`src/rtl/puf_pkg.sv`:
```
// Shared definitions for the PUF challenge/response sequencer: FSM encoding,
// default LFSR feedback mask and the length-code decoder.
package puf_pkg;

  localparam logic [2:0] ST_IDLE   = 3'd0;
  localparam logic [2:0] ST_EVAL   = 3'd1;
  localparam logic [2:0] ST_SAMPLE = 3'd2;
  localparam logic [2:0] ST_UNLOAD = 3'd3;
  localparam logic [2:0] ST_DONE   = 3'd4;

  // x^32 + x^22 + x^2 + x + 1, right-shifting Galois form
  localparam logic [31:0] LFSR_TAPS_DEF = 32'h8020_0003;

  function automatic int unsigned resp_len(input logic [1:0] code, input int unsigned resp_max);
    return (32'(code) + 32'd1) * (resp_max / 32'd4);
  endfunction

endpackage

```
`src/rtl/puf_lfsr.sv`:
```
// Challenge register: serial scan-in, Galois LFSR step and a zero guard that
// forces a locked-up all-zero state to 1.
module puf_lfsr
  import puf_pkg::*;
#(
  parameter int              W    = 32,
  parameter logic [W-1:0]    TAPS = W'(LFSR_TAPS_DEF)
) (
  input  logic         clk,
  input  logic         rst,
  input  logic         shift_en,
  input  logic         shift_in,
  input  logic         guard,
  input  logic         step,
  output logic [W-1:0] q
);

  logic [W-1:0] chal_d;
  logic [W-1:0] chal_q;

  // next challenge: guard, then LFSR step, then scan shift
  always_comb begin
    chal_d = chal_q;
    if (guard) begin
      if (chal_q == '0) begin
        chal_d = W'(1'b1);
      end else begin
        chal_d = chal_q;
      end
    end else if (step) begin
      chal_d = (chal_q >> 1) ^ (chal_q[0] ? TAPS : '0);
    end else if (shift_en) begin
      chal_d = {chal_q[W-2:0], shift_in};
    end else begin
      chal_d = chal_q;
    end
  end

  // challenge register
  always_ff @(posedge clk or posedge rst) begin
    if (rst) begin
      chal_q <= '0;
    end else begin
      chal_q <= chal_d;
    end
  end

  assign q = chal_q;

endmodule

```
`src/rtl/puf_scan_ctrl.sv`:
```
// Challenge/response sequencer for a bank of single-bit PUF cells.
// Build option: define PUF_MAJORITY_VOTE_EN to store the majority of 3 evaluations per bit.
module puf_scan_ctrl
  import puf_pkg::*;
#(
  parameter int                 NUM_PUF    = 4,
  parameter int                 CHAL_W     = 32,
  parameter int                 RESP_MAX   = 32,
  parameter int                 SETTLE_CYC = 8,
  parameter logic [CHAL_W-1:0]  LFSR_TAPS  = CHAL_W'(LFSR_TAPS_DEF),
  localparam int                SEL_W      = (NUM_PUF > 1) ? $clog2(NUM_PUF) : 1
) (
  input  logic               clk,
  input  logic               reset,
  input  logic               si,
  input  logic               scan_en,
  input  logic               start,
  input  logic [SEL_W-1:0]   puf_sel,
  input  logic [1:0]         length,
  input  logic [NUM_PUF-1:0] puf_resp,
  output logic [NUM_PUF-1:0] puf_en,
  output logic [CHAL_W-1:0]  puf_chal,
  output logic               so,
  output logic               busy,
  output logic               done,
  output logic               sel_err
);

  localparam int CNT_W = $clog2(RESP_MAX + 1);
  localparam int IDX_W = $clog2(RESP_MAX);
  localparam int SET_W = (SETTLE_CYC > 1) ? $clog2(SETTLE_CYC) : 1;

  logic [2:0]          state_d,   state_q;
  logic [SEL_W-1:0]    sel_d,     sel_q;
  logic [CNT_W-1:0]    n_d,       n_q;
  logic [CNT_W-1:0]    bit_cnt_d, bit_cnt_q;
  logic [SET_W-1:0]    set_cnt_d, set_cnt_q;
  logic [RESP_MAX-1:0] resp_d,    resp_q;
  logic [NUM_PUF-1:0]  puf_en_d,  puf_en_q;
  logic                so_d,      so_q;
  logic                busy_d,    busy_q;
  logic                done_d,    done_q;
  logic                sel_err_d, sel_err_q;

  logic             sel_ok;
  logic             last_bit;
  logic             bit_done;
  logic             bit_val;
  logic             lfsr_shift;
  logic             lfsr_guard;
  logic             lfsr_step;
  logic [IDX_W-1:0] unload_idx;

  assign sel_ok   = ({{(32-SEL_W){1'b0}}, puf_sel} < 32'(NUM_PUF));
  assign last_bit = (bit_cnt_q == (n_q - CNT_W'(1'b1)));

`ifdef PUF_MAJORITY_VOTE_EN
  logic [1:0] vote_cnt_d, vote_cnt_q;
  logic [1:0] ones_d,     ones_q;

  // three samples per bit with the same challenge; the stored bit is their majority
  always_comb begin
    bit_done = (vote_cnt_q == 2'd2);
    bit_val  = (ones_q == 2'd2) || ((ones_q == 2'd1) && puf_resp[sel_q]);
    if (state_q == ST_SAMPLE) begin
      if (bit_done) begin
        vote_cnt_d = 2'd0;
        ones_d     = 2'd0;
      end else begin
        vote_cnt_d = vote_cnt_q + 2'd1;
        ones_d     = ones_q + {1'b0, puf_resp[sel_q]};
      end
    end else begin
      vote_cnt_d = vote_cnt_q;
      ones_d     = ones_q;
    end
  end

  // vote bookkeeping registers
  always_ff @(posedge clk or posedge reset) begin
    if (reset) begin
      vote_cnt_q <= 2'd0;
      ones_q     <= 2'd0;
    end else begin
      vote_cnt_q <= vote_cnt_d;
      ones_q     <= ones_d;
    end
  end
`else
  assign bit_done = 1'b1;
  assign bit_val  = puf_resp[sel_q];
`endif

  // sequencer next-state and datapath
  always_comb begin
    state_d    = state_q;
    sel_d      = sel_q;
    n_d        = n_q;
    bit_cnt_d  = bit_cnt_q;
    set_cnt_d  = set_cnt_q;
    resp_d     = resp_q;
    sel_err_d  = sel_err_q;
    lfsr_shift = 1'b0;
    lfsr_guard = 1'b0;
    lfsr_step  = 1'b0;
    case (state_q)
      ST_IDLE: begin
        if (start) begin
          lfsr_guard = 1'b1;
          sel_d      = puf_sel;
          n_d        = CNT_W'(resp_len(length, 32'(RESP_MAX)));
          bit_cnt_d  = '0;
          set_cnt_d  = '0;
          resp_d     = '0;
          sel_err_d  = !sel_ok;
          // an out-of-range select never drives the bank; it unloads zeros instead
          if (sel_ok) begin
            state_d = ST_EVAL;
          end else begin
            state_d = ST_UNLOAD;
          end
        end else begin
          lfsr_shift = scan_en;
        end
      end
      ST_EVAL: begin
        if (set_cnt_q == SET_W'(SETTLE_CYC - 1)) begin
          set_cnt_d = '0;
          state_d   = ST_SAMPLE;
        end else begin
          set_cnt_d = set_cnt_q + SET_W'(1'b1);
        end
      end
      ST_SAMPLE: begin
        if (bit_done) begin
          resp_d    = {resp_q[RESP_MAX-2:0], bit_val};
          lfsr_step = 1'b1;
          if (last_bit) begin
            bit_cnt_d = '0;
            state_d   = ST_UNLOAD;
          end else begin
            bit_cnt_d = bit_cnt_q + CNT_W'(1'b1);
            state_d   = ST_EVAL;
          end
        end else begin
          state_d = ST_EVAL;
        end
      end
      ST_UNLOAD: begin
        resp_d = {resp_q[RESP_MAX-2:0], 1'b0};
        if (last_bit) begin
          bit_cnt_d = '0;
          state_d   = ST_DONE;
        end else begin
          bit_cnt_d = bit_cnt_q + CNT_W'(1'b1);
        end
      end
      ST_DONE: begin
        state_d = ST_IDLE;
      end
      default: begin
        state_d = ST_IDLE;
      end
    endcase
  end

  // registered outputs decoded from the next state; the oldest bit sits at n-1
  always_comb begin
    unload_idx = IDX_W'(n_d - CNT_W'(1'b1));
    puf_en_d   = (state_d == ST_EVAL) ? (NUM_PUF'(1'b1) << sel_d) : '0;
    so_d       = (state_d == ST_UNLOAD) ? resp_d[unload_idx] : 1'b0;
    busy_d     = (state_d != ST_IDLE);
    done_d     = (state_d == ST_DONE);
  end

  // sequencer state and output registers
  always_ff @(posedge clk or posedge reset) begin
    if (reset) begin
      state_q   <= ST_IDLE;
      sel_q     <= '0;
      n_q       <= '0;
      bit_cnt_q <= '0;
      set_cnt_q <= '0;
      resp_q    <= '0;
      puf_en_q  <= '0;
      so_q      <= 1'b0;
      busy_q    <= 1'b0;
      done_q    <= 1'b0;
      sel_err_q <= 1'b0;
    end else begin
      state_q   <= state_d;
      sel_q     <= sel_d;
      n_q       <= n_d;
      bit_cnt_q <= bit_cnt_d;
      set_cnt_q <= set_cnt_d;
      resp_q    <= resp_d;
      puf_en_q  <= puf_en_d;
      so_q      <= so_d;
      busy_q    <= busy_d;
      done_q    <= done_d;
      sel_err_q <= sel_err_d;
    end
  end

  puf_lfsr #(
    .W    (CHAL_W),
    .TAPS (LFSR_TAPS)
  ) u_lfsr (
    .clk      (clk),
    .rst      (reset),
    .shift_en (lfsr_shift),
    .shift_in (si),
    .guard    (lfsr_guard),
    .step     (lfsr_step),
    .q        (puf_chal)
  );

  assign puf_en  = puf_en_q;
  assign so      = so_q;
  assign busy    = busy_q;
  assign done    = done_q;
  assign sel_err = sel_err_q;

endmodule

```
`config.mk`:
```
export PLATFORM = sky130hd
export DESIGN_NAME = puf_scan_ctrl
export DESIGN_NICKNAME = d
export VERILOG_FILES = /design/src/rtl/puf_pkg.sv /design/src/rtl/puf_lfsr.sv /design/src/rtl/puf_scan_ctrl.sv
export SDC_FILE = /design/constraint.sdc
export NUM_CORES = 1
export LEC_CHECK = 0
export CORE_ASPECT_RATIO = 0.8
export CORE_UTILIZATION = 58
export DETAILED_ROUTE_END_ITERATION = 12
export GPL_ROUTABILITY_DRIVEN = 0
export GPL_TIMING_DRIVEN = 0
export PLACE_DENSITY = 0.81
export SYNTH_ARGS = -nofsm -noshare
export SYNTH_HDL_FRONTEND = slang
export SYNTH_HIERARCHICAL = 1
export SYNTH_SLANG_ARGS = --single-unit
```
`constraint.sdc`:
```
create_clock -name clk -period 3 [get_ports clk]
set_input_delay 0.75 -clock clk [delete_from_list [all_inputs] [get_ports clk]]
set_output_delay 0.75 -clock clk [all_outputs]
set_load 0.05 [all_outputs]
```
==> flow_summary.ini, run 1 <==
; implementation run metrics
[logic_synthesis]
synth-edff-count = 0
synth_warnings = 6
common_cells = 91 x dfrtp_1, 42 x nor2_1, 38 x mux2i_1
postSynthCellCount = 502
flop_cell = dfrtp_1
ys_async_sr_fraction = 1.00
top_area_frac = 0.429
netlist_area_mm2 = 0.00531

[final_timing]
setup_slack_ns = 0.151
period_needed_ns = 2.85
fmax_ghz = 0.351
setup_viol = 0
grt_setup_unrepaired = no
max_slew_margin = 0.543

[power_and_ir_drop]
peakVddDrop_uv = 534

[clocking]
cts.sinks = 91
cts-root-buf = clkbuf_16
cts.reportedPaths.clkPinSlew_ns = 0.06
clk_latency_ns = 0.35
cts_tree = yes

[routing]
wl_met1_um = 6330
vias = 4482
first_iter_violations = 436
post-route-drc-count = 0
firstDrtPassIters = 5
vias_per_cell = 6.49
wl_per_cell_um = 20.1

[layout]
drive_gt1_frac = 0.188
diodes = 0
instances_no_fill = 691

[placed_design]
dp.cells = 666
dp_hpwl_um = 9190

[run_status]
status = finished, final reports clean

[run]
maxCapViolations = 0

[min_path]
worstHoldPathType = reg -> reg

[floorplan]
num_io_pins = 53

[grt]
antenna_found_initial = 0
groute.usage.overall = 0.304

[setup_path]
cp.required_ns = 3.23
## run 1: repair_timing
| action | 4_1_cts | 5_1_grt |
|---|---|---|
| gates resized | 31 | 15 |
| buffers inserted | 5 | 4 |
| hold buffers | 0 | 0 |
| gates cloned | 1 | 0 |
| pin swaps | 6 | 2 |
| endpoints found under the setup margin | 37 | 32 |
| hold endpoints to repair | 0 | 0 |
## run 1: path summary, 6_finish.rpt
check | cells past startpoint | to | slack (ns) | from
setup reg to reg | 10 | u_lfsr/q[24] | 0.16 | state_q[1]
hold reg to reg | 2 | n_q[5] | 0.49 | n_q[5]
min in group asynchronous | 2 | u_lfsr/q[28] | 0.69 | reset
setup / recovery | 11 | u_lfsr/q[24] | 0.15 | start
max in group asynchronous | 3 | state_q[0] | 1.70 | reset
hold / removal | 2 | n_q[5] | 0.49 | n_q[5]
## run 1: registers in the layout (all words and copies together) (netlist names)
| signal | cells |
|---|---|
| so | 1 |
| puf_en | 4 |
| bit_cnt_q | 6 |
| u_lfsr/q | 32 |
| busy | 1 |
| resp_q | 32 |
| set_cnt_q | 3 |
| n_q | 6 |
| state_q | 3 |
| sel_q | 2 |
| done | 1 |
## run 1: area by class of cell
class	count	area (um2)	area share
Buffer	35	234	0.0359
Multi-Input combinational cell	354	2840	0.435
Clock buffer	13	260	0.0399
Sequential cell	91	2280	0.349
Timing Repair Buffer	63	668	0.102
Clock inverter	3	22.5	0.00345
Inverter	20	81.3	0.0125
Tap cell	112	140	0.0215
## run 1: critical path: stages
cell and delay [ns]:
buf_2 0.13, or4b_4 0.57, inv_6 0.09, buf_8 0.10
buf_6 0.12, nor4b_4 0.19, nand4_1 0.23, o22ai_4 0.28
buf_12 0.15, buf_12 0.14, mux2_4 0.31
## run 1: through the flow
stage,hold WS [ns],instance area [um2]
2_1_floorplan,0.465,5310
4_1_cts,0.502,6450
6_report,0.494,6530
3_5_place_dp,0.488,5980
3_3_place_gp,0.481,5960
5_1_grt,0.547,6530
## run 1: report_power, final
group	internal, mW	switching (mW)
clock network	0.609	0.467
logic	1.11	1.52
registers	1.54	0.348
total	3.25	2.33
## run 1: placed cells by master, fill, tap and decap left out, types with 6 or more instances in the layout
master	netlist	final
dfrtp_1	91	91
nand3_1	8	8
xnor2_1	7	7
o21ai_0	17	17
clkdlybuf4s50_1	0	50
buf_6	6	6
and3_1	6	6
ha_1	7	6
a31oi_1	9	9
o221ai_1	8	8
clkbuf_1	11	12
buf_2	15	13
nor2_1	42	41
inv_1	19	16
a21oi_1	6	6
a22o_1	27	27
o21a_1	6	6
mux2i_1	38	37
nor3_1	13	13
nor2b_1	7	7
nor4_1	6	6
nand2_1	28	26
clkbuf_16	0	9
buf_4	2	7
mux2_4	30	30
## run 1: cell families (layout without fill, tap and decap cells)
logic type / count (synthesis) / after routing / share of synthesized area
AND/OR/NAND/NOR: 144 / 144 / 0.140
AND-OR/OR-AND: 119 / 119 / 0.172
flip-flops: 91 / 91 / 0.429
multiplexers: 72 / 72 / 0.167
buffers and inverters: 57 / 134 / 0.0538
XOR/XNOR: 11 / 11 / 0.0208
adder cells (fa/ha/maj): 7 / 7 / 0.0165
other: 1 / 1 / 0.000707
==> run_1/placement_by_type.png <==
Drawn at 2 px/um.
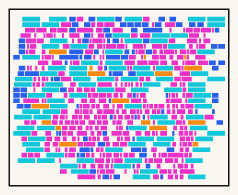
combinational and other logic -> magenta  # cells 374
sequential cells -> cyan  # cells 91
clock drivers and dummy loads -> orange  # cells 16
remaining buffers and delay cells -> blue  # cells 98
final design area excluding fillers: 0.00653 mm2
row count: 30
fraction of area in registers: 0.349
utilization after layout: 0.753
core area: 0.00867 mm2

==> run_1/clocks.png <==
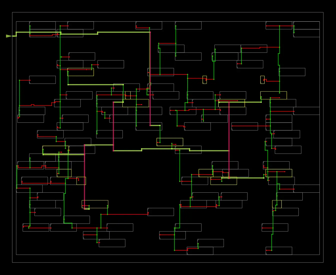
Fin Clk Skew: 0.00986 ns
# clk buffers: 13
P_clk: 1.08 mW
Flops: 91

==> run_1/io_placement.png <==
Drawn at 3 px/um. Pins as bars across the die edge, other pins in gray.
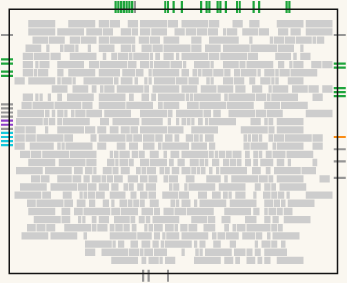
scan_en -> orange  # pins 1, direction input, edge right
puf_sel -> purple  # pins 2, direction input, edge left
puf_resp -> cyan  # pins 4, direction input, edge left
puf_chal -> green  # pins 32, direction output, edge 23 top, 5 right, 4 left
all pins by edge = 24 top, 16 left, 10 right, 3 bottom
port bufs: 51
Die Y: 87.6 um
Die Wd: 109 um

==> inputs of run 2 (changes only) <==
- GPL_ROUTABILITY_DRIVEN: 0 -> not set
- RECOVER_POWER: not set -> 50
- SETUP_SLACK_MARGIN: not set -> 0.4
==> run 2 against run 1 <==
Compared with the run above:
- register-to-register slack worse by 0.07 ns
- critical path type is now reg -> reg
- clock power hardly changed
- synthesized area stayed put
- wire length is 6.9% higher
- critical path depth is 1 lower
- setup slack worse by 0.060 ns
- highest routed layer unchanged
- cell area is 3.6% higher
- utilization is 2.7 points higher
==> flow_summary.ini, run 2 <==
; implementation run metrics
[logic_synthesis]
postSynthCellCount = 502
common_cells = 91 x dfrtp_1, 42 x nor2_1, 38 x mux2i_1
ys_async_sr_fraction = 1.00

[power_and_ir_drop]
sw_frac_of_total = 0.417
peakVddDrop_uv = 649
p_sw_mw = 2.44
comb_power_share = 0.499

[floorplan]
die_w_um = 109
num_io_pins = 53
core_mm2 = 0.00867
rows = 30

[final_timing]
setup_viol = 0
setup_slack_ns = 0.0906
fmax_ghz = 0.344
period_needed_ns = 2.91

[clocking]
ctsHoldBuffers = 0
cts.reportedPaths.clkPinSlew_ns = 0.06
clk_latency_ns = 0.34

[routing]
vias = 4555
firstDrtPassIters = 5
vias_per_cell = 6.44
first_iter_violations = 449

[placed_design]
io_buffers = 51
dp.cells = 666
dp_hpwl_um = 9800

[setup_path]
cp.required_ns = 3.24

[layout]
diodes = 0
lay_top_cells = 90 x dfrtp_1, 49 x clkdlybuf4s50_1, 42 x nor2_1

[run]
maxCapViolations = 0

[min_path]
worstHoldPathType = reg -> reg

[run_status]
status = finished, final reports clean
run 2: timing repair:
item,4_1_cts,5_1_grt
endpoints found under the setup margin,66,63
resized,34,15
cloned,3,0
endpoints found under the hold margin,0,0
pin swaps,7,7
buffers inserted,15,7
run 2: worst paths after layout:
kind,from,end,cells past startpoint
max reg2reg,state_q[1],so,10
max in group asynchronous,reset,state_q[1],3
max,state_q[1],so,10
min in group asynchronous,reset,u_lfsr/q[28],2
min,set_cnt_q[1],set_cnt_q[1],1
min reg2reg,set_cnt_q[1],set_cnt_q[1],1
run 2: stage by stage:
step / area, um2 / TNS [ns] / hold slack (ns)
2_1_floorplan: 5370 / 0 / 0.463
3_5_place_dp: 6040 / -21.58 / 0.487
5_1_grt: 6760 / 0 / 0.527
3_3_place_gp: 6020 / -34.47 / 0.484
4_1_cts: 6690 / 0 / 0.501
6_report: 6760 / 0 / 0.499
run 2: critical path: stages, from the launching register on:
cell and delay [ns]:
dfrtp_2 0.40, or4b_1 0.56, buf_8 0.17, clkbuf_16 0.15
nand2_8 0.07, ha_4 0.23, nor2_1 0.28, nand3_1 0.16
o311ai_2 0.34, o32ai_2 0.15, nor4b_4 0.30
run 2: power by group through the flow:
stage,combinational (mW),sequential (mW),clock [mW]
detailed placement,2.42,1.89,0
finish,2.92,1.88,1.05
global route,3.10,1.91,1.11
global placement,2.34,1.87,0
CTS,2.79,1.86,1.06
floorplan,1.57,2.05,0
run 2: layer usage:
metal | wire (um) | vias to the layer above
met5 | 0 | -
met4 | 223 | 0
met3 | 1200 | 28
met2 | 6970 | 207
met1 | 6490 | 2275
li1 | - | 2045
run 2: area by class of cell:
class | count | area [um2] | area share
timing repair buffer | 78 | 811 | 0.120
clock buffer | 12 | 246 | 0.0365
sequential | 91 | 2280 | 0.337
inverter | 20 | 85.1 | 0.0126
tap | 112 | 140 | 0.0207
multi-input combinational | 354 | 2890 | 0.427
clock inverter | 3 | 25.0 | 0.00370
buffer | 37 | 284 | 0.0420
run 2: logic make-up (layout without fill, tap and decap cells):
family	Yosys count	count (layout)	share of synthesized area
AND-OR/OR-AND	119	119	0.172
other	1	1	0.000707
XOR/XNOR	11	11	0.0208
flip-flops	91	91	0.429
multiplexers	72	72	0.167
AND/OR/NAND/NOR	144	144	0.140
buffers and inverters	57	150	0.0538
adder cells (fa/ha/maj)	7	7	0.0165
==> run_2/placement_by_type.png <==
Drawn at 2 px/um.
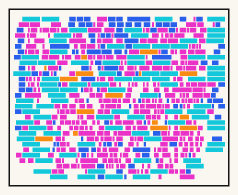
clock drivers and dummy loads -> orange  # cells 15
combinational and other logic -> magenta  # cells 374
remaining buffers and delay cells -> blue  # cells 115
sequential cells -> cyan  # cells 91
utilization after layout: 0.780
final design area excluding fillers: 0.00676 mm2
fraction of area in registers: 0.337

==> run_2/wires.png <==
Drawn at 2 px/um.
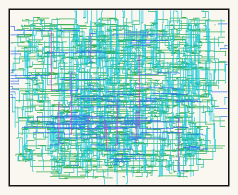
metal 1 -> green  # wire length 6490 um
metal 2 -> cyan  # wire length 6970 um
metal 4 -> magenta  # wire length 224 um
metal 3 -> blue  # wire length 1200 um
All-Layer GR Usage: 0.324
final wirelength: 14900 um

==> inputs of run 3 (changes only) <==
- ABC_CLOCK_PERIOD_IN_PS: not set -> 3000
==> run 3 against run 2 <==
Compared with the run above:
- cell area is the same
- via count is the same
- synthesized cell count is the same
- die area is the same
- count of clock-buffer cells in the layout is the same
- combinational power is essentially flat
- hold slack is the same
- synthesized area is the same
- maximum frequency is the same
- sequential share of layout area is the same
- critical endpoint unchanged
==> flow_summary.ini, run 3 <==
; implementation run metrics
[final_timing]
period_needed_ns = 2.91
hold_ws_ns = 0.499
grt_setup_unrepaired = yes
setup_slack_ns = 0.0906
setup_viol = 0
max_slew_margin = 0.176

[setup_path]
cp_num_buf_inv = 2
regToRegStartpoint = state_q[1]
critPathTopFamily = simple AND/OR/NAND/NOR gates
crit_cells = 10

[power_and_ir_drop]
p_int_mw = 3.40
comb_power_share = 0.499
peakVddDrop_uv = 649
p_sw_mw = 2.44
p_clk_frac = 0.179

[clocking]
cts_tree = yes
ctsHoldBuffers = 0

[routing]
routed_wl_um = 14900
firstDrtPassIters = 5

[logic_synthesis]
netlist_area_mm2 = 0.00531
synth-edff-count = 0
flop_cell = dfrtp_1

[min_path]
worstHoldPathType = reg -> reg

[run_status]
status = finished, final reports clean

[run]
maxCapViolations = 0

[placed_design]
dp.cells = 666
-- run 3: cell counts in the layout (fill, tap and decap cells not counted) --
No cell type changed its count.
-- run 3: cell type report --
cell class                      instances  area (um2)
Tap cell                              112         140
Multi-Input combinational cell        354        2890
Clock buffer                           12         246
Fill cell                             561        1910
Clock inverter                          3        25.0
Buffer                                 37         284
Sequential cell                        91        2280
Timing Repair Buffer                   78         811
Inverter                               20        85.1
-- run 3: cell families (layout without fill, tap and decap cells) --
group / count (synthesis) / after routing / share of synthesized area
adder cells (fa/ha/maj): 7 / 7 / 0.0165
other: 1 / 1 / 0.000707
XOR/XNOR: 11 / 11 / 0.0208
multiplexers: 72 / 72 / 0.167
flip-flops: 91 / 91 / 0.429
AND/OR/NAND/NOR: 144 / 144 / 0.140
AND-OR/OR-AND: 119 / 119 / 0.172
buffers and inverters: 57 / 150 / 0.0538
-- run 3: how the worst min path moves through the flow --
stage	startpoint	endpoint	slack, ns
CTS	set_cnt_q[1]	set_cnt_q[1]	0.50
floorplan	n_q[5]	n_q[5]	0.46
detailed placement	set_cnt_q[1]	set_cnt_q[1]	0.49
finish	set_cnt_q[1]	set_cnt_q[1]	0.50
global placement	set_cnt_q[1]	set_cnt_q[1]	0.48
global route	set_cnt_q[1]	set_cnt_q[1]	0.53
-- run 3: stage by stage --
stage               instance area, um2  total power [mW]   util
floorplan                         5370              3.62      -
global placement                  6020              4.21  0.695
detailed placement                6040              4.31  0.697
CTS                               6690              5.72  0.771
global route                      6760              6.13  0.780
finish                            6760              5.84  0.780
-- run 3: worst register-to-register path, stage by stage (launching register included) --
cell and delay [ns]:
dfrtp_2 0.40, or4b_1 0.56, buf_8 0.17, clkbuf_16 0.16
nand2_8 0.07, ha_4 0.23, nor2_1 0.28, nand3_1 0.16
o311ai_2 0.34, o32ai_2 0.15, nor4b_4 0.30
-- run 3: layer usage --
layer / vias to the layer above / part of all wire
met3: 28 / 0.080
met2: 207 / 0.47
li1: 2045 / -
met5: - / 0
met1: 2275 / 0.44
met4: 0 / 0.015
-- run 3: what timing repair did --
action / CTS / global route
buffers inserted: 15 / 7
gates resized: 34 / 15
setup endpoints to repair: 66 / 63
pin swaps: 7 / 7
cloned: 3 / 0
-- run 3: power by group through the flow --
stage	logic [mW]	clock network, mW	registers (mW)
after floorplan	1.57	0	2.05
after global placement	2.34	0	1.87
after detailed placement	2.42	0	1.89
after CTS	2.79	1.06	1.86
after global routing	3.10	1.11	1.91
final	2.92	1.05	1.88
==> run_3/clocks.png <==
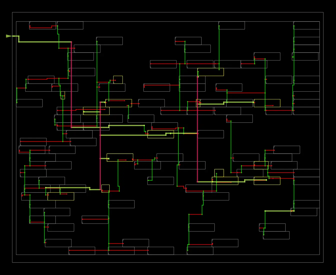
CTS Sinks: 91
Num CTS Buffers: 9

==> run_3/io_placement.png <==
Drawn at 3 px/um. Pins as bars across the die edge, other pins in gray.
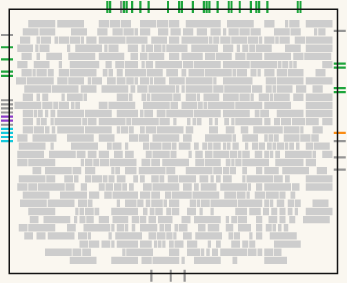
puf_sel -> purple  # pins 2, direction input, edge left
scan_en -> orange  # pins 1, direction input, edge right
puf_resp -> cyan  # pins 4, direction input, edge left
puf_chal -> green  # pins 32, direction output, edge 24 top, 4 right, 4 left
all pins by edge = 25 top, 16 left, 9 right, 3 bottom

No activity file was given, so power comes from the tool's default toggle rates.
